**config.mk**
```make
export PLATFORM = sky130hd
export DESIGN_NAME = calc_port_responder_flat
export DESIGN_NICKNAME = d
export VERILOG_FILES = /design/src/rtl/calc_pkg.sv /design/src/rtl/calc_port_responder_if.sv /design/src/rtl/calc_alu.sv /design/src/rtl/calc_port_responder.sv /design/src/flat_wrapper.sv
export SDC_FILE = /design/constraint.sdc
export NUM_CORES = 1
export LEC_CHECK = 0
export CAP_MARGIN = 30
export CORE_MARGIN = 10
export CORE_UTILIZATION = 52
export CTS_CLUSTER_SIZE = 8
export DETAILED_ROUTE_END_ITERATION = 6
export GPL_TIMING_DRIVEN = 0
export HOLD_SLACK_MARGIN = 0.02
export PLACE_DENSITY = 0.73
export SYNTH_ARGS = -nofsm -noshare
export SYNTH_HDL_FRONTEND = slang
export SYNTH_SLANG_ARGS = --single-unit
```
**constraint.sdc**
```tcl
create_clock -name c_clk -period 4.25 [get_ports c_clk]
set_input_delay 0.425 -clock c_clk [delete_from_list [all_inputs] [get_ports c_clk]]
set_output_delay 0.425 -clock c_clk [all_outputs]
set_load 0.005 [all_outputs]
```
**src/rtl/calc_pkg.sv**
```systemverilog
// rtl/calc_pkg.sv - shared types and constants for the calculator channel responder
package calc_pkg;

  typedef enum logic [3:0] {
    NOP = 4'd0,
    ADD = 4'd1,
    SUB = 4'd2,
    SHL = 4'd5,
    SHR = 4'd6
  } cmd_t;

  typedef enum logic [1:0] {
    NONE    = 2'd0,
    OK      = 2'd1,
    OVF     = 2'd2,
    INVALID = 2'd3
  } resp_t;

  typedef enum logic [1:0] {
    IDLE = 2'd0,
    OP2  = 2'd1,
    EXEC = 2'd2,
    RESP = 2'd3
  } state_t;

  localparam int unsigned EXEC_CYCLES_MIN = 1;
  localparam int unsigned EXEC_CYCLES_MAX = 6;
  // Wide enough to hold EXEC_CYCLES_MAX-1
  localparam int unsigned CNT_W = 3;

endpackage

```
**src/rtl/calc_port_responder_if.sv**
```systemverilog
// rtl/calc_port_responder_if.sv - calculator channel request/response pins
interface calc_port_responder_if;
  logic [3:0]  req_cmd_in;
  logic [31:0] req_data_in;
  logic [1:0]  out_resp;
  logic [31:0] out_data;
  logic        out_busy;

  modport master (
    output req_cmd_in, req_data_in,
    input  out_resp, out_data, out_busy
  );

  modport slave (
    input  req_cmd_in, req_data_in,
    output out_resp, out_data, out_busy
  );
endinterface

```
**src/rtl/calc_alu.sv**
```systemverilog
// rtl/calc_alu.sv - combinational add/sub/shift unit; CALC_SHIFT_EN enables cmd 5/6
module calc_alu
  import calc_pkg::*;
(
  input  cmd_t        cmd_i,
  input  logic [31:0] op1_i,
  input  logic [31:0] op2_i,
  output resp_t       resp_o,
  output logic [31:0] data_o
);

  logic [32:0] sum;

  always_comb begin
    resp_o = INVALID;
    data_o = '0;
    sum    = {1'b0, op1_i} + {1'b0, op2_i};
    case (cmd_i)
      ADD: begin
        if (sum[32]) begin
          resp_o = OVF;
        end else begin
          resp_o = OK;
          data_o = sum[31:0];
        end
      end
      SUB: begin
        if (op2_i > op1_i) begin
          resp_o = OVF;
        end else begin
          resp_o = OK;
          data_o = op1_i - op2_i;
        end
      end
`ifdef CALC_SHIFT_EN
      SHL: begin
        resp_o = OK;
        data_o = op1_i << op2_i[4:0];
      end
      SHR: begin
        resp_o = OK;
        data_o = op1_i >> op2_i[4:0];
      end
`endif
      default: begin
        resp_o = INVALID;
        data_o = '0;
      end
    endcase
  end

endmodule

```
**src/rtl/calc_port_responder.sv**
```systemverilog
// rtl/calc_port_responder.sv - single-channel calculator responder FSM
// EXEC_CYCLES must stay within EXEC_CYCLES_MIN..EXEC_CYCLES_MAX; shifts need CALC_SHIFT_EN.
module calc_port_responder
  import calc_pkg::*;
#(
  parameter int unsigned EXEC_CYCLES = 3
) (
  input logic                 c_clk,
  input logic                 reset,
  calc_port_responder_if.slave bus
);

  state_t           state_q, state_d;
  logic [3:0]       cmd_q, cmd_d;
  logic [31:0]      op1_q, op1_d;
  logic [31:0]      op2_q, op2_d;
  logic [CNT_W-1:0] cnt_q, cnt_d;
  resp_t            resp_q, resp_d;
  logic [31:0]      data_q, data_d;
  logic             busy_q, busy_d;

  resp_t            alu_resp;
  logic [31:0]      alu_data;

  calc_alu u_alu (
    .cmd_i  (cmd_t'(cmd_q)),
    .op1_i  (op1_q),
    .op2_i  (op2_q),
    .resp_o (alu_resp),
    .data_o (alu_data)
  );

  always_ff @(posedge c_clk or negedge reset) begin
    if (!reset) begin
      state_q <= IDLE;
      cmd_q   <= '0;
      op1_q   <= '0;
      op2_q   <= '0;
      cnt_q   <= '0;
      resp_q  <= NONE;
      data_q  <= '0;
      busy_q  <= 1'b0;
    end else begin
      state_q <= state_d;
      cmd_q   <= cmd_d;
      op1_q   <= op1_d;
      op2_q   <= op2_d;
      cnt_q   <= cnt_d;
      resp_q  <= resp_d;
      data_q  <= data_d;
      busy_q  <= busy_d;
    end
  end

  always_comb begin
    state_d = state_q;
    cmd_d   = cmd_q;
    op1_d   = op1_q;
    op2_d   = op2_q;
    cnt_d   = cnt_q;
    resp_d  = resp_q;
    data_d  = data_q;
    busy_d  = busy_q;
    case (state_q)
      IDLE: begin
        if (bus.req_cmd_in != 4'd0) begin
          cmd_d   = bus.req_cmd_in;
          op1_d   = bus.req_data_in;
          busy_d  = 1'b1;
          state_d = OP2;
        end
      end
      OP2: begin
        op2_d   = bus.req_data_in;
        cnt_d   = CNT_W'(EXEC_CYCLES - 1);
        state_d = EXEC;
      end
      EXEC: begin
        if (cnt_q == '0) begin
          resp_d  = alu_resp;
          data_d  = (alu_resp == OK) ? alu_data : 32'd0;
          state_d = RESP;
        end else begin
          cnt_d = cnt_q - CNT_W'(1);
        end
      end
      RESP: begin
        // Response is one cycle wide; busy drops on the same edge
        resp_d  = NONE;
        data_d  = '0;
        busy_d  = 1'b0;
        state_d = IDLE;
      end
      default: state_d = IDLE;
    endcase
  end

  assign bus.out_resp = resp_q;
  assign bus.out_data = data_q;
  assign bus.out_busy = busy_q;

endmodule
```
**src/flat_wrapper.sv**
```systemverilog
// flat-port wrapper written by rule: the top's interface ports become plain ports
module calc_port_responder_flat import calc_pkg::*;
#(
  parameter int unsigned EXEC_CYCLES = 3
)
  (c_clk, reset, bus_req_cmd_in, bus_req_data_in, bus_out_resp, bus_out_data, bus_out_busy);
  calc_port_responder_if bus_i ();
  input logic c_clk;
  input logic reset;
  input wire logic [$bits(bus_i.req_cmd_in)-1:0] bus_req_cmd_in;
  input wire logic [$bits(bus_i.req_data_in)-1:0] bus_req_data_in;
  output wire logic [$bits(bus_i.out_resp)-1:0] bus_out_resp;
  output wire logic [$bits(bus_i.out_data)-1:0] bus_out_data;
  output wire logic [$bits(bus_i.out_busy)-1:0] bus_out_busy;
  assign bus_i.req_cmd_in = bus_req_cmd_in;
  assign bus_i.req_data_in = bus_req_data_in;
  assign bus_out_resp = bus_i.out_resp;
  assign bus_out_data = bus_i.out_data;
  assign bus_out_busy = bus_i.out_busy;
  calc_port_responder #(.EXEC_CYCLES(EXEC_CYCLES)) u_core (.c_clk(c_clk), .reset(reset), .bus(bus_i));
endmodule
```
==> out/highlights.md <==
## Finish
• 1,173 — final cell count without fillers
• dfrtp_1 — most numerous logic cell after layout
• 668 — number of combinational gates with multiple inputs

## Global route
• met2 — Most Crowded Layer GR
• 7,003 — number of global-route vias before repair
• 0 — overflow left after global routing
• 0.0425 — met3 layer usage reported by global route
• 0.358 — grt met2 use
• 63 — largest net degree at the start of global routing
• 38,100 um — first-pass GRT wire length

## Setup path
• 12 — Worst R2R Path Depth
• 90 ps — setup slack of the most critical reg-to-reg path
• register to register — Setup Crit Path Kind
• 4550 ps — data required time of the critical path
• u_core.bus.out_data[23] — Worst setup endpoint
• 0 — CP Buf/Inv Count

## Synth
• 7890 sq um — Netlist Area Pre-Place
• 7890 sq um — chip area from the yosys synthesis statistics
• 1,012 — Net Count, Synth
• AND-OR/OR-AND gates — prevailing logic family in the synthesized netlist

## Die
• 0.536 — Initial Utilization
• 143 um — vertical die size
• 73 — number of primary I/O pins

## Clock tree
• 0 — hold buffer count at CTS
• 2 — deepest clock path buffer count
• 0 — CTS-repair resized insts

## Placement
• 271 ps — Post-Place Setup Slack

## Routing
• 871 — starting DRC count in detailed routing
• 1740 um — wire length on met3

## STA
• 60.0 ps — tightest hold margin
• 0 — Final Hold Vio Count

## Outcome
• complete, no violations — run status

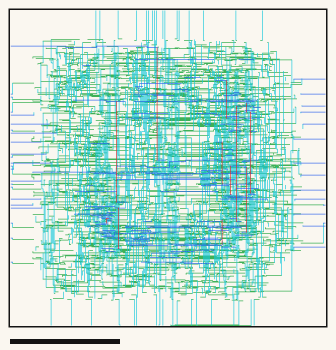
(signal wires by layer)
The bar under the picture is 50 um long.
Blue stands for M3, wire length 1,740 um. Cyan stands for M2, wire length 10,500 um. Red stands for M4, wire length 300 um. Green stands for M1, wire length 11,100 um.

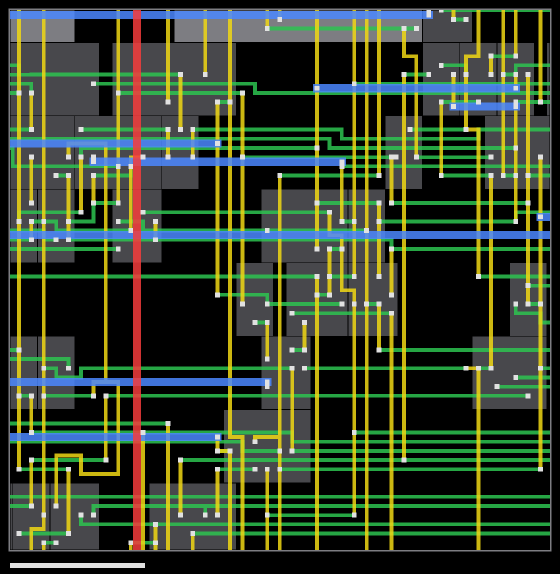
(close-up of the layout)
The bar under the picture is 5 um long. Window x 62 to 82, y 90 to 110 um. Cells in gray, sequential cells in the stronger gray; small squares are vias.
Yellow stands for M2. Red stands for M4. Blue stands for M3. Green stands for M1.
Sequential cells in the window: 0. 26 logic cells have their middle in the window. Most frequent: nor2_1 (5), nand2_1 (4), a21oi_1 (3).

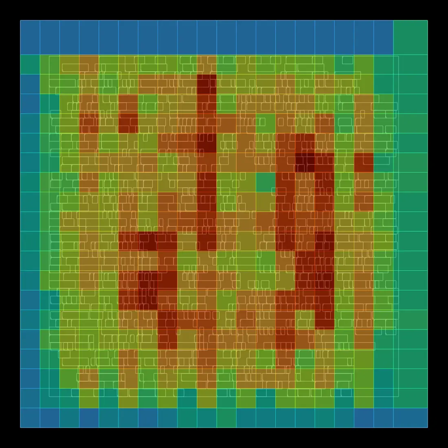
(congestion heat map)
GRT Total Usage: 0.233
Final Core Density: 0.623

